--- config.mk ---
export PLATFORM = sky130hd
export DESIGN_NAME = spectro_acq_ctrl_flat
export DESIGN_NICKNAME = d
export VERILOG_FILES = /design/src/rtl/spectro_acq_ctrl_pkg.sv /design/src/rtl/spectro_acq_ctrl_if.sv /design/src/rtl/spectro_row_tracker.sv /design/src/rtl/spectro_acq_ctrl.sv /design/src/flat_wrapper.sv
export SDC_FILE = /design/constraint.sdc
export NUM_CORES = 1
export LEC_CHECK = 0
export ABC_AREA = 0
export CAP_MARGIN = 20
export CELL_PAD_IN_SITES_DETAIL_PLACEMENT = 0
export CELL_PAD_IN_SITES_GLOBAL_PLACEMENT = 1
export CORE_MARGIN = 4
export CORE_UTILIZATION = 38
export CTS_CLUSTER_DIAMETER = 30
export DETAILED_ROUTE_END_ITERATION = 10
export HOLD_SLACK_MARGIN = 0.02
export PLACE_DENSITY = 0.79
export SLEW_MARGIN = 20
export SYNTH_ARGS = -nofsm -noshare
export SYNTH_HDL_FRONTEND = slang
export SYNTH_SLANG_ARGS = --single-unit
--- constraint.sdc ---
create_clock -name clk -period 3.31 [get_ports clk]
set_input_delay 0.331 -clock clk [delete_from_list [all_inputs] [get_ports clk]]
set_output_delay 0.331 -clock clk [all_outputs]
set_load 0.005 [all_outputs]
--- src/rtl/spectro_acq_ctrl_pkg.sv ---
// Shared types and default sizing for the spectrometer frame sequencer.
// Contents: acq_state_t (sequencer states), NUM_CH (channel readers),
// default bin count, row length and bin word width.
package spectro_pkg;

  localparam int NUM_CH         = 4;
  localparam int DEF_NUM_BINS   = 1280;
  localparam int DEF_ROW_PIXELS = 1280;
  localparam int DEF_BIN_DATA_W = 32;

  typedef enum logic [2:0] {
    IDLE,
    CLEAR,
    ACQ,
    DRAIN,
    READOUT
  } acq_state_t;

endpackage

--- src/rtl/spectro_acq_ctrl_if.sv ---
// Bin readout stream (valid/ready).
// master: drives out_valid, out_data, out_last; samples out_ready.
// slave : the consumer side.
interface spectro_acq_ctrl_if
  import spectro_pkg::*;
#(
  parameter int BIN_DATA_W = DEF_BIN_DATA_W
);
  logic                  out_valid;
  logic                  out_ready;
  logic [BIN_DATA_W-1:0] out_data;
  logic                  out_last;

  modport master (output out_valid, output out_data, output out_last, input out_ready);
  modport slave  (input out_valid, input out_data, input out_last, output out_ready);
endinterface

--- src/rtl/spectro_row_tracker.sv ---
// Per-channel pixel counting for one sensor row.
// Ports: clk, rst (async, active-high); clr restarts all counters; en gates
// counting (acquisition window); pixValid per-channel accepted-pixel strobes;
// rowDone pulses in the cycle all four channels reach a full row;
// overrunHit pulses when a full channel strobes outside a completion cycle.
module spectro_row_tracker
  import spectro_pkg::*;
#(
  parameter int ROW_PIXELS = DEF_ROW_PIXELS
) (
  input  logic              clk,
  input  logic              rst,
  input  logic              clr,
  input  logic              en,
  input  logic [NUM_CH-1:0] pixValid,
  output logic              rowDone,
  output logic              overrunHit
);

  localparam int PER_CH = ROW_PIXELS / NUM_CH;
  localparam int CNT_W  = $clog2(PER_CH + 1);
  localparam logic [CNT_W-1:0] FULL_CNT = CNT_W'(PER_CH);
  localparam logic [CNT_W-1:0] LAST_CNT = CNT_W'(PER_CH - 1);

  logic [CNT_W-1:0]  pixCnt [NUM_CH];
  logic [NUM_CH-1:0] full, hit, reach;

  always_comb begin
    for (int i = 0; i < NUM_CH; i++) begin
      full[i]  = (pixCnt[i] == FULL_CNT);
      hit[i]   = en && pixValid[i];
      // Reaches the row end either already or with this cycle's strobe.
      reach[i] = full[i] || (hit[i] && (pixCnt[i] == LAST_CNT));
    end
  end

  assign rowDone    = en && (&reach);
  assign overrunHit = (|(hit & full)) && !rowDone;

  always_ff @(posedge clk or posedge rst) begin
    if (rst) begin
      for (int i = 0; i < NUM_CH; i++) pixCnt[i] <= '0;
    end else if (clr) begin
      for (int i = 0; i < NUM_CH; i++) pixCnt[i] <= '0;
    end else begin
      for (int i = 0; i < NUM_CH; i++) begin
        if (rowDone) begin
          // A strobe on an already-full channel opens the next row.
          pixCnt[i] <= (full[i] && hit[i]) ? CNT_W'(1) : '0;
        end else if (hit[i] && !full[i]) begin
          pixCnt[i] <= pixCnt[i] + 1'b1;
        end
      end
    end
  end

endmodule

--- src/rtl/spectro_acq_ctrl.sv ---
// Frame sequencer for the four-channel binning datapath:
// IDLE -> CLEAR (zero bin memory) -> ACQ (readers enabled for the programmed
// row count) -> DRAIN (wait for quiet strobes) -> READOUT (stream bins) -> IDLE.
// Ports: clk, rst (async, active-high); start/abort control; num_rows_cfg rows
// per frame (0 means 1); chan_ena/pix_valid per-channel reader control and
// strobes; acc_en accumulate enable; clr_we/clr_addr memory clear;
// rd_en/rd_addr/rd_data memory read (data one cycle after rd_en);
// strm bin output stream; busy/done/row_cnt/overrun_err status.
module spectro_acq_ctrl
  import spectro_pkg::*;
#(
  parameter int NUM_BINS   = DEF_NUM_BINS,
  parameter int ROW_PIXELS = DEF_ROW_PIXELS,
  parameter int BIN_DATA_W = DEF_BIN_DATA_W,
  parameter int DRAIN_CYC  = 16,
  localparam int ADDR_W    = (NUM_BINS > 1) ? $clog2(NUM_BINS) : 1
) (
  input  logic                    clk,
  input  logic                    rst,
  input  logic                    start,
  input  logic                    abort,
  input  logic [10:0]             num_rows_cfg,
  output logic [NUM_CH-1:0]       chan_ena,
  input  logic [NUM_CH-1:0]       pix_valid,
  output logic                    acc_en,
  output logic                    clr_we,
  output logic [ADDR_W-1:0]       clr_addr,
  output logic                    rd_en,
  output logic [ADDR_W-1:0]       rd_addr,
  input  logic [BIN_DATA_W-1:0]   rd_data,
  spectro_acq_ctrl_if.master      strm,
  output logic                    busy,
  output logic                    done,
  output logic [10:0]             row_cnt,
  output logic                    overrun_err
);

  localparam int IDX_W   = $clog2(NUM_BINS + 1);
  localparam int QUIET_W = $clog2(DRAIN_CYC + 1);
  localparam logic [IDX_W-1:0]   BINS      = IDX_W'(NUM_BINS);
  localparam logic [IDX_W-1:0]   LAST_IDX  = IDX_W'(NUM_BINS - 1);
  localparam logic [ADDR_W-1:0]  LAST_ADDR = ADDR_W'(NUM_BINS - 1);
  localparam logic [QUIET_W-1:0] QUIET_END = QUIET_W'(DRAIN_CYC - 1);

  acq_state_t            state;
  logic [ADDR_W-1:0]     clrAddr;
  logic [10:0]           rowCnt, rowTarget;
  logic [QUIET_W-1:0]    quietCnt;
  logic                  overrunErr, doneR;
  logic [IDX_W-1:0]      rdIssued, outIdx;
  logic                  rdVld_p1;
  logic [BIN_DATA_W-1:0] skidData [2];
  logic                  skidWr, skidRd;
  logic [1:0]            skidCnt, occ;
  logic                  rowDone, overrunHit, outValid, pop, issue;

  spectro_row_tracker #(.ROW_PIXELS(ROW_PIXELS)) uTracker (
    .clk        (clk),
    .rst        (rst),
    .clr        (state == IDLE && start && !abort),
    .en         (state == ACQ),
    .pixValid   (pix_valid),
    .rowDone    (rowDone),
    .overrunHit (overrunHit)
  );

  assign outValid = (skidCnt != 2'd0);
  assign pop      = outValid && strm.out_ready;
  // Skid occupancy once this cycle's read lands and this cycle's beat leaves.
  assign occ      = skidCnt + {1'b0, rdVld_p1} - {1'b0, pop};
  assign issue    = (state == READOUT) && !abort && (rdIssued != BINS) && (occ < 2'd2);

  always_ff @(posedge clk or posedge rst) begin
    if (rst) begin
      state      <= IDLE;
      clrAddr    <= '0;
      rowCnt     <= '0;
      rowTarget  <= '0;
      quietCnt   <= '0;
      overrunErr <= 1'b0;
      doneR      <= 1'b0;
      rdIssued   <= '0;
      outIdx     <= '0;
    end else begin
      doneR <= 1'b0;
      if (overrunHit) overrunErr <= 1'b1;
      if (abort) begin
        state <= IDLE;
      end else begin
        unique case (state)
          IDLE: if (start) begin
            state      <= CLEAR;
            clrAddr    <= '0;
            rowCnt     <= '0;
            rowTarget  <= (num_rows_cfg == 11'd0) ? 11'd1 : num_rows_cfg;
            overrunErr <= 1'b0;
          end
          CLEAR: begin
            if (clrAddr == LAST_ADDR) state <= ACQ;
            else clrAddr <= clrAddr + 1'b1;
          end
          ACQ: if (rowDone) begin
            rowCnt <= rowCnt + 11'd1;
            if (rowCnt + 11'd1 == rowTarget) begin
              state    <= DRAIN;
              quietCnt <= '0;
            end
          end
          DRAIN: begin
            if (|pix_valid) quietCnt <= '0;
            else if (quietCnt == QUIET_END) begin
              state    <= READOUT;
              rdIssued <= '0;
              outIdx   <= '0;
            end else quietCnt <= quietCnt + 1'b1;
          end
          READOUT: begin
            if (issue) rdIssued <= rdIssued + 1'b1;
            if (pop) begin
              outIdx <= outIdx + 1'b1;
              if (outIdx == LAST_IDX) begin
                state <= IDLE;
                doneR <= 1'b1;
              end
            end
          end
          default: state <= IDLE;
        endcase
      end
    end
  end

  // Stage p0 -> p1: read issued, memory returns data one cycle later.
  always_ff @(posedge clk or posedge rst) begin
    if (rst) begin
      rdVld_p1 <= 1'b0;
      skidWr   <= 1'b0;
      skidRd   <= 1'b0;
      skidCnt  <= 2'd0;
    end else if (abort || state != READOUT) begin
      rdVld_p1 <= 1'b0;
      skidWr   <= 1'b0;
      skidRd   <= 1'b0;
      skidCnt  <= 2'd0;
    end else begin
      rdVld_p1 <= issue;
      if (rdVld_p1) skidWr <= ~skidWr;
      if (pop) skidRd <= ~skidRd;
      skidCnt <= occ;
    end
  end

  // Stage p1 -> skid: capture returned bin words.
  always_ff @(posedge clk) begin
    if (rdVld_p1) skidData[skidWr] <= rd_data;
  end

  assign busy           = (state != IDLE);
  assign chan_ena       = (state == ACQ) ? {NUM_CH{1'b1}} : {NUM_CH{1'b0}};
  assign acc_en         = (state == ACQ) || (state == DRAIN);
  assign clr_we         = (state == CLEAR);
  assign clr_addr       = clrAddr;
  assign rd_en          = issue;
  assign rd_addr        = rdIssued[ADDR_W-1:0];
  assign strm.out_valid = outValid;
  assign strm.out_data  = outValid ? skidData[skidRd] : '0;
  assign strm.out_last  = outValid && (outIdx == LAST_IDX);
  assign done           = doneR;
  assign row_cnt        = rowCnt;
  assign overrun_err    = overrunErr;

endmodule

--- src/flat_wrapper.sv ---
// flat-port wrapper written by rule: the top's interface ports become plain ports
module spectro_acq_ctrl_flat import spectro_pkg::*;
#(
  parameter int NUM_BINS   = DEF_NUM_BINS,
  parameter int ROW_PIXELS = DEF_ROW_PIXELS,
  parameter int BIN_DATA_W = DEF_BIN_DATA_W,
  parameter int DRAIN_CYC  = 16,
  localparam int ADDR_W    = (NUM_BINS > 1) ? $clog2(NUM_BINS) : 1
)
  (clk, rst, start, abort, num_rows_cfg, chan_ena, pix_valid, acc_en, clr_we, clr_addr, rd_en, rd_addr, rd_data, busy, done, row_cnt, overrun_err, strm_out_valid, strm_out_data, strm_out_last, strm_out_ready);
  spectro_acq_ctrl_if #(.BIN_DATA_W(BIN_DATA_W)) strm_i ();
  input  logic clk;
  input  logic rst;
  input  logic start;
  input  logic abort;
  input  logic [10:0] num_rows_cfg;
  output logic [NUM_CH-1:0] chan_ena;
  input  logic [NUM_CH-1:0] pix_valid;
  output logic acc_en;
  output logic clr_we;
  output logic [ADDR_W-1:0] clr_addr;
  output logic rd_en;
  output logic [ADDR_W-1:0] rd_addr;
  input  logic [BIN_DATA_W-1:0] rd_data;
  output logic busy;
  output logic done;
  output logic [10:0] row_cnt;
  output logic overrun_err;
  output wire logic [$bits(strm_i.out_valid)-1:0] strm_out_valid;
  output wire logic [$bits(strm_i.out_data)-1:0] strm_out_data;
  output wire logic [$bits(strm_i.out_last)-1:0] strm_out_last;
  input wire logic [$bits(strm_i.out_ready)-1:0] strm_out_ready;
  assign strm_out_valid = strm_i.out_valid;
  assign strm_out_data = strm_i.out_data;
  assign strm_out_last = strm_i.out_last;
  assign strm_i.out_ready = strm_out_ready;
  spectro_acq_ctrl #(.NUM_BINS(NUM_BINS), .ROW_PIXELS(ROW_PIXELS), .BIN_DATA_W(BIN_DATA_W), .DRAIN_CYC(DRAIN_CYC)) u_core (.clk(clk), .rst(rst), .start(start), .abort(abort), .num_rows_cfg(num_rows_cfg), .chan_ena(chan_ena), .pix_valid(pix_valid), .acc_en(acc_en), .clr_we(clr_we), .clr_addr(clr_addr), .rd_en(rd_en), .rd_addr(rd_addr), .rd_data(rd_data), .strm(strm_i), .busy(busy), .done(done), .row_cnt(row_cnt), .overrun_err(overrun_err));
endmodule
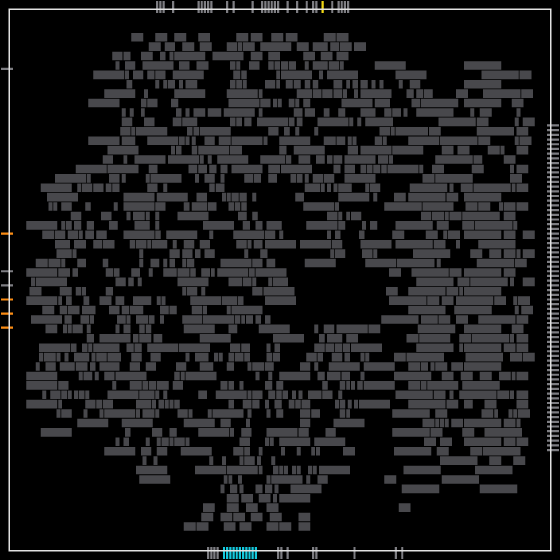
Figure 1: pin placement.
Pins as bars across the die edge, other pins in grey.
legend:
  yellow:
    port: abort
    pins: 1
    direction: input
    edge: top
  cyan:
    port: num_rows_cfg
    pins: 11
    direction: input
    edge: bottom
  orange:
    port: pix_valid
    pins: 4
    direction: input
    edge: left
Chip Height: 156.1 um
Chip Width: 156.1 um
port buffer count: 128

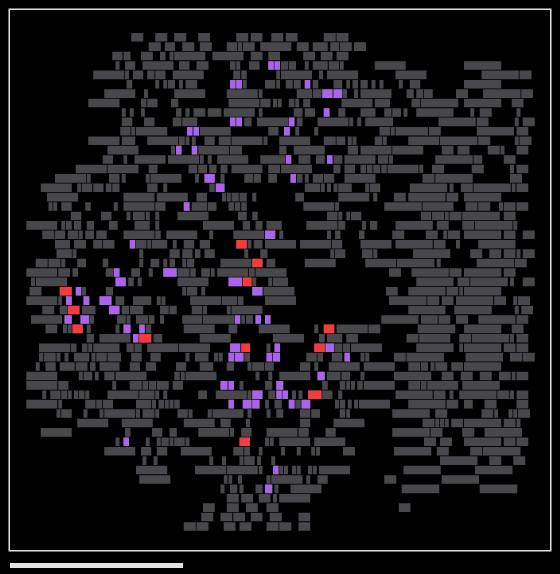
Figure 2: gate families picked out.
Bar = 50 um.
legend:
  red:
    family: non-inverting ao/oa cells
    cells: 12
  purple:
    family: aoi and oai cells
    cells: 65
    most_used: o21ai_0

==> results.cfg <==
; generated from flow reports
[run_status]
status = finished, final reports clean

[yosys]
ff_type = dfrtp_1
postSynthAreaPerCell_um2 = 10.51
async_flop_share_pct = 62.35
yosys_area_um2 = 8335
ys_sh_mux_pct = 4.698
netlist_instances = 793
synthXorXnorAreaFrac_pct = 7.205
topCellsByArea = dfrtp_1 (32%), edfxtp_1 (23%), nor2_1 (6.0%)
yosysWarnings = 0
syn_area_um2 = 8335
fp_nets = 862
synthSimpleGateAreaFrac_pct = 21.44
synth_flops = 170
ys_cells = 793
synth_top_area_share_pct = 31.82

[finish]
nMultiInputCombCells = 561
seq_share_pct = 42.97
seqCellArea_um2 = 4576
reg_top3 = u_core.skidData (64), u_core.uTracker.pixCnt (36)
stdcell_area_um2 = 10650
n_antenna_cell = 0
top_register = u_core.skidData
layout_top_cell = nor2_1
flops = 170
clock_area_share_pct = 5.464
dominant-cell-class = registers
nNetsFinal = 1006
layout-drive-gt1-share_pct = 8.737
layout_top_cells = nor2_1 (131), clkdlybuf4s50_1 (127), dfrtp_1 (105)
syn_to_final_growth_pct = 27.74
largest_reg_flops = 64

[power]
seq_power_mw = 2.24
comb_power_share_pct = 5.8
power-top-group = registers
pg_clk_mw = 1.96
swShare_pct = 24.35

[floorplanning]
n_tap_cell = 275
io_pins = 129
core_util_floorplan_pct = 39.16
row_count = 53

[grt]
met1_usage_pct = 21.56
grt_overflow = 0
use_met2_pct = 27.67
grt_pass1_vias = 6192
antenna_found_initial = 0

[final_timing]
max_freq_mhz = 326.0
finalSetupTns_ns = 0
setup_viol = 0
skew_ns = 0.01098
rsz0062_at_grt = false
holdWs_ns = 0.4001
slew_viol_final = 0

[critical_path]
slowest_delay_ns = 0.57
reg2reg_to = u_core.quietCnt[2]
critPathCapture = chan_ena[0]
path_delay_family = buffers and inverters
crit_chain = or3b_1 -> buf_4 -> inv_1 -> buf_4 -> clkdlybuf4s50_1
cp.depth = 5
startpoint_type = flip-flop
regToRegSetupSlack_ns = 0.28
slowest_stage = or3b_1
endpoint_kind = output port
reg2regPathDepth = 9
path_common_cell = buf_4

[worst_hold_path]
hold_path.class = in -> async

[route]
drt_iter0_drc = 305
drc = 0
dr_wl_met2_um = 9227
drt-total-wl_um = 19250
met3_length_um = 882
final_antenna_net_count = 0
dr.pass1.iters = 5

[clock_network]
cts_tree = built
post_cts_buffers = 0
postCtsHoldBufs = 0
cts-root-buf = clkbuf_16
clk_latency_ns = 0.43
clockBufferDepth = 2
clock-sinks = 170
cts_buffers = 17
cts.clk_slew.worst_paths_ns = 0.07

[placement]
place.detailed.hpwl_um = 13990
gp_congestion = 0.7832
pre_cts_ws_ns = 0.3115

[flow_run]
maxCapViolCount = 0
No activity file was given, so power comes from the tool's default toggle rates.
